--- src/rtl/alu_6502_seq.sv ---
// Sequential 6502-style ALU: one-cycle binary ops, nibble-serial BCD ADC/SBC,
// valid/ready handshake on request and result sides.
module alu_6502_seq #(
  parameter int unsigned WIDTH  = 8,
  parameter bit          DEC_EN = 1'b1
) (
  input  logic             clk,
  input  logic             rst,
  input  logic             in_valid,
  output logic             in_ready,
  input  logic [3:0]       op,
  input  logic [WIDTH-1:0] a,
  input  logic [WIDTH-1:0] b,
  input  logic             c_in,
  input  logic             d_mode,
  output logic             out_valid,
  input  logic             out_ready,
  output logic [WIDTH-1:0] y,
  output logic             c,
  output logic             z,
  output logic             n,
  output logic             v
);
  localparam int unsigned MSB = WIDTH - 1;
  localparam int unsigned NIB = WIDTH / 4;
  localparam int unsigned KW  = (NIB > 1) ? $clog2(NIB) : 1;
  localparam logic [WIDTH-1:0] ONE = WIDTH'(1);

  localparam logic [3:0] OP_ADC = 4'd0;
  localparam logic [3:0] OP_SBC = 4'd1;
  localparam logic [3:0] OP_AND = 4'd2;
  localparam logic [3:0] OP_ORA = 4'd3;
  localparam logic [3:0] OP_EOR = 4'd4;
  localparam logic [3:0] OP_ASL = 4'd5;
  localparam logic [3:0] OP_LSR = 4'd6;
  localparam logic [3:0] OP_ROL = 4'd7;
  localparam logic [3:0] OP_ROR = 4'd8;
  localparam logic [3:0] OP_CMP = 4'd9;
  localparam logic [3:0] OP_INC = 4'd10;
  localparam logic [3:0] OP_DEC = 4'd11;
  localparam logic [3:0] OP_BIT = 4'd12;

  typedef enum logic [1:0] {IDLE = 2'd0, ADJ = 2'd1, DONE = 2'd2} state_t;

  state_t           state, state_nx;
  logic [WIDTH-1:0] a_q, a_nx, b_q, b_nx, y_nx;
  logic             sub_q, sub_nx, cy_q, cy_nx;
  logic [KW-1:0]    k_q, k_nx;
  logic             c_nx, z_nx, n_nx, v_nx;

  logic [WIDTH:0]   bin_sum;
  logic [WIDTH-1:0] bin_b, bin_y;
  logic             bin_c, bin_n, bin_v;

  logic [3:0]       an, bn, dig;
  logic [4:0]       s;
  logic             dcy;
  logic [WIDTH-1:0] dec_y;

  assign in_ready  = (state == IDLE) && !rst;
  assign out_valid = (state == DONE);

  // Binary result computed directly from the request so it registers at accept
  always_comb begin
    bin_b   = (op == OP_SBC) ? ~b : b;
    bin_sum = '0;
    bin_y   = '0;
    bin_c   = 1'b0;
    bin_v   = 1'b0;
    case (op)
      OP_ADC, OP_SBC: begin
        bin_sum = {1'b0, a} + {1'b0, bin_b} + {{WIDTH{1'b0}}, c_in};
        bin_y   = bin_sum[MSB:0];
        bin_c   = bin_sum[WIDTH];
        bin_v   = (a[MSB] == bin_b[MSB]) && (bin_y[MSB] != a[MSB]);
      end
      OP_CMP: begin
        bin_y = a - b;
        bin_c = (a >= b);
      end
      OP_AND: bin_y = a & b;
      OP_ORA: bin_y = a | b;
      OP_EOR: bin_y = a ^ b;
      OP_ASL: begin bin_y = {a[MSB-1:0], 1'b0}; bin_c = a[MSB]; end
      OP_LSR: begin bin_y = {1'b0, a[MSB:1]};   bin_c = a[0];   end
      OP_ROL: begin bin_y = {a[MSB-1:0], c_in}; bin_c = a[MSB]; end
      OP_ROR: begin bin_y = {c_in, a[MSB:1]};   bin_c = a[0];   end
      OP_INC: bin_y = a + ONE;
      OP_DEC: bin_y = a - ONE;
      OP_BIT: begin bin_y = a & b; bin_v = b[MSB-1]; end
      default: bin_y = '0;
    endcase
    bin_n = (op == OP_BIT) ? b[MSB] : bin_y[MSB];
  end

  // One BCD digit step; cy_q holds the carry (ADC) or the borrow (SBC)
  always_comb begin
    an  = 4'(a_q >> {k_q, 2'b00});
    bn  = 4'(b_q >> {k_q, 2'b00});
    dcy = 1'b0;
    if (sub_q) begin
      s = {1'b0, an} - {1'b0, bn} - {4'b0000, cy_q};
      if (s[4]) begin
        s   = s + 5'd10;
        dcy = 1'b1;
      end
    end else begin
      s = {1'b0, an} + {1'b0, bn} + {4'b0000, cy_q};
      if (s > 5'd9) begin
        s   = s + 5'd6;
        dcy = 1'b1;
      end
    end
    dig   = s[3:0];
    dec_y = y;
    for (int unsigned i = 0; i < NIB; i++) begin
      if (k_q == KW'(i)) dec_y[i*4 +: 4] = dig;
    end
  end

  // Next-state and next-output logic
  always_comb begin
    state_nx = state;
    a_nx     = a_q;
    b_nx     = b_q;
    sub_nx   = sub_q;
    cy_nx    = cy_q;
    k_nx     = k_q;
    y_nx     = y;
    c_nx     = c;
    z_nx     = z;
    n_nx     = n;
    v_nx     = v;
    case (state)
      IDLE: begin
        if (in_valid) begin
          if (DEC_EN && d_mode && ((op == OP_ADC) || (op == OP_SBC))) begin
            state_nx = ADJ;
            a_nx     = a;
            b_nx     = b;
            sub_nx   = (op == OP_SBC);
            cy_nx    = (op == OP_SBC) ? ~c_in : c_in;
            k_nx     = '0;
            y_nx     = '0;
            c_nx     = 1'b0;
            z_nx     = 1'b0;
            n_nx     = 1'b0;
            v_nx     = 1'b0;
          end else begin
            state_nx = DONE;
            y_nx     = bin_y;
            c_nx     = bin_c;
            z_nx     = (bin_y == '0);
            n_nx     = bin_n;
            v_nx     = bin_v;
          end
        end
      end
      ADJ: begin
        y_nx  = dec_y;
        cy_nx = dcy;
        k_nx  = k_q + KW'(1);
        if (k_q == KW'(NIB - 1)) begin
          state_nx = DONE;
          c_nx     = sub_q ? ~dcy : dcy;
          z_nx     = (dec_y == '0);
          n_nx     = dec_y[MSB];
          v_nx     = 1'b0;
        end
      end
      DONE: begin
        if (out_ready) state_nx = IDLE;
      end
      default: state_nx = IDLE;
    endcase
  end

  always_ff @(posedge clk) begin
    if (rst) begin
      state <= IDLE;
      a_q   <= '0;
      b_q   <= '0;
      sub_q <= 1'b0;
      cy_q  <= 1'b0;
      k_q   <= '0;
      y     <= '0;
      c     <= 1'b0;
      z     <= 1'b0;
      n     <= 1'b0;
      v     <= 1'b0;
    end else begin
      state <= state_nx;
      a_q   <= a_nx;
      b_q   <= b_nx;
      sub_q <= sub_nx;
      cy_q  <= cy_nx;
      k_q   <= k_nx;
      y     <= y_nx;
      c     <= c_nx;
      z     <= z_nx;
      n     <= n_nx;
      v     <= v_nx;
    end
  end
endmodule

--- config.mk ---
export PLATFORM = sky130hd
export DESIGN_NAME = alu_6502_seq
export DESIGN_NICKNAME = d
export VERILOG_FILES = /design/src/rtl/alu_6502_seq.sv
export SDC_FILE = /design/constraint.sdc
export NUM_CORES = 1
export LEC_CHECK = 0
export CORE_ASPECT_RATIO = 1.25
export CORE_UTILIZATION = 50
export DETAILED_ROUTE_END_ITERATION = 8
export PLACE_DENSITY = 0.81
export SYNTH_ARGS = -nofsm -noshare
export SYNTH_HDL_FRONTEND = slang
export SYNTH_SLANG_ARGS = --single-unit
--- constraint.sdc ---
create_clock -name clk -period 4.3 [get_ports clk]
set_clock_uncertainty 0.05 [all_clocks]
set_input_delay 0.645 -clock clk [delete_from_list [all_inputs] [get_ports clk]]
set_output_delay 0.645 -clock clk [all_outputs]
set_load 0.005 [all_outputs]
==> results.sh <==
# implementation run metrics
export IMPL_critical_path_class="reg2reg"
export IMPL_min_from="a_q[4]"
export IMPL_top_cell="nand2_1"
export IMPL_ctsHoldBuffers=0
export IMPL_pg_seq_mw=0.330
export IMPL_critPathArrivalTime_ns=3.95
export IMPL_clk_path_buf_depth=2
export IMPL_synthArstFlopShare_pct=0
export IMPL_dp_cells=642
export IMPL_cts_clk_slew_worst_paths_ns=0.07
export IMPL_status="complete, no violations"
export IMPL_ys_seq_share_pct=16.4
export IMPL_route_met2_wl_um=5960
export IMPL_overflow=0
export IMPL_yosys_warnings=0
export IMPL_fill_cells=726
export IMPL_topRoutingLayerUsed="met4"
export IMPL_topCombFamilyByArea="AND-OR/OR-AND gates"
export IMPL_combPwrFrac_pct=41.2
export IMPL_critical_path_depth=14
export IMPL_core_um2=7790
export IMPL_max_freq_mhz=262
export IMPL_cts_buffers=5
export IMPL_comb_share_pct=66.7
export IMPL_grt_pass1_wl_um=19100
export IMPL_crit_start="k_q"
export IMPL_tool_warnings=45
export IMPL_leakage_nw=1.84
export IMPL_hold_depth=2
export IMPL_p_clk_share_pct=24.7
export IMPL_p_switching_mw=0.358
export IMPL_insertedDiodeCount=0
export IMPL_worst_slack_ns=0.481
export IMPL_power_leader="combinational logic"
export IMPL_yosysTopAreaCell="dfxtp_1"
export IMPL_post_place_ws_ns=0.340
export IMPL_grt_busiest_layer="met2"
export IMPL_inverters=39
export IMPL_path_max_fanout=7
export IMPL_yosys_top_cells_area="dfxtp_1 16%, ha_1 13%, nand2_1 5.6%"
export IMPL_ys_sh_aoi_pct=26.2
export IMPL_syn_inst=520
export IMPL_pwr_share_seq_pct=34.1
export IMPL_buf_share_pct=11.1
export IMPL_synth_main_ff_cell="dfxtp_1"
export IMPL_lay_top_count="nand2_1"
export IMPL_rr_endpoint="z"
export IMPL_seq_share_pct=14.4
export IMPL_timing_rr_start="k_q"
export IMPL_intPower_mw=0.608
export IMPL_xor_area_share_pct=6.32
export IMPL_drc=0
export IMPL_ant_nets=0
export IMPL_die_area_um2=8400
export IMPL_syn_avg_cell_area_um2=7.73
export IMPL_p_clk_mw=0.239
export IMPL_layout_cells_non_filler=650
export IMPL_grt_pass1_vias=3909
export IMPL_netlist_top_cells_count="60 x nand2_1, 44 x nor2_1, 41 x ha_1"
export IMPL_place_area_um2=4500
export IMPL_final_util_pct=59.0
export IMPL_dr_wl_met3_um=649
export IMPL_comb_area_um2=3070
export IMPL_die_x_um=82.2
export IMPL_cp_slowest_stage_delay_ns=0.49
Figure 1. Metal 1.
The bar under the picture is 20 um long. Supply wires on this layer in grey.
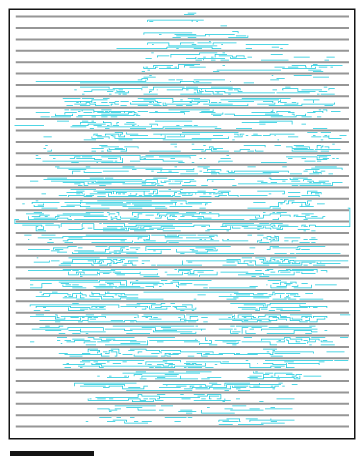
longest straight run: 26.2 um
nets with wire on the layer: 569
final WL: 11900 um
DR vias: 4029
met1 Track Usage GR: 36.1%

Figure 2. The metal 2 layer.
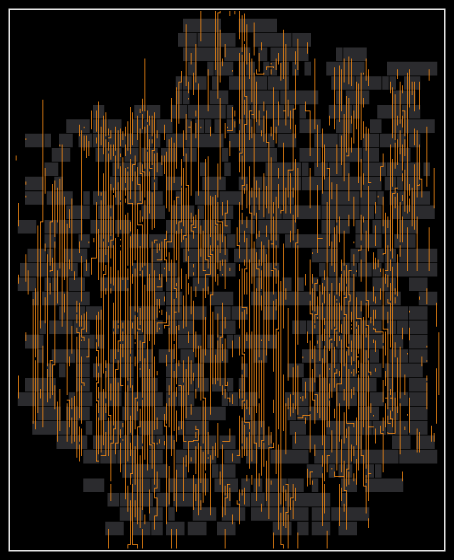
main direction: vertical
share of all routed wire: 50%
GR Layer Usage met2: 52.6%

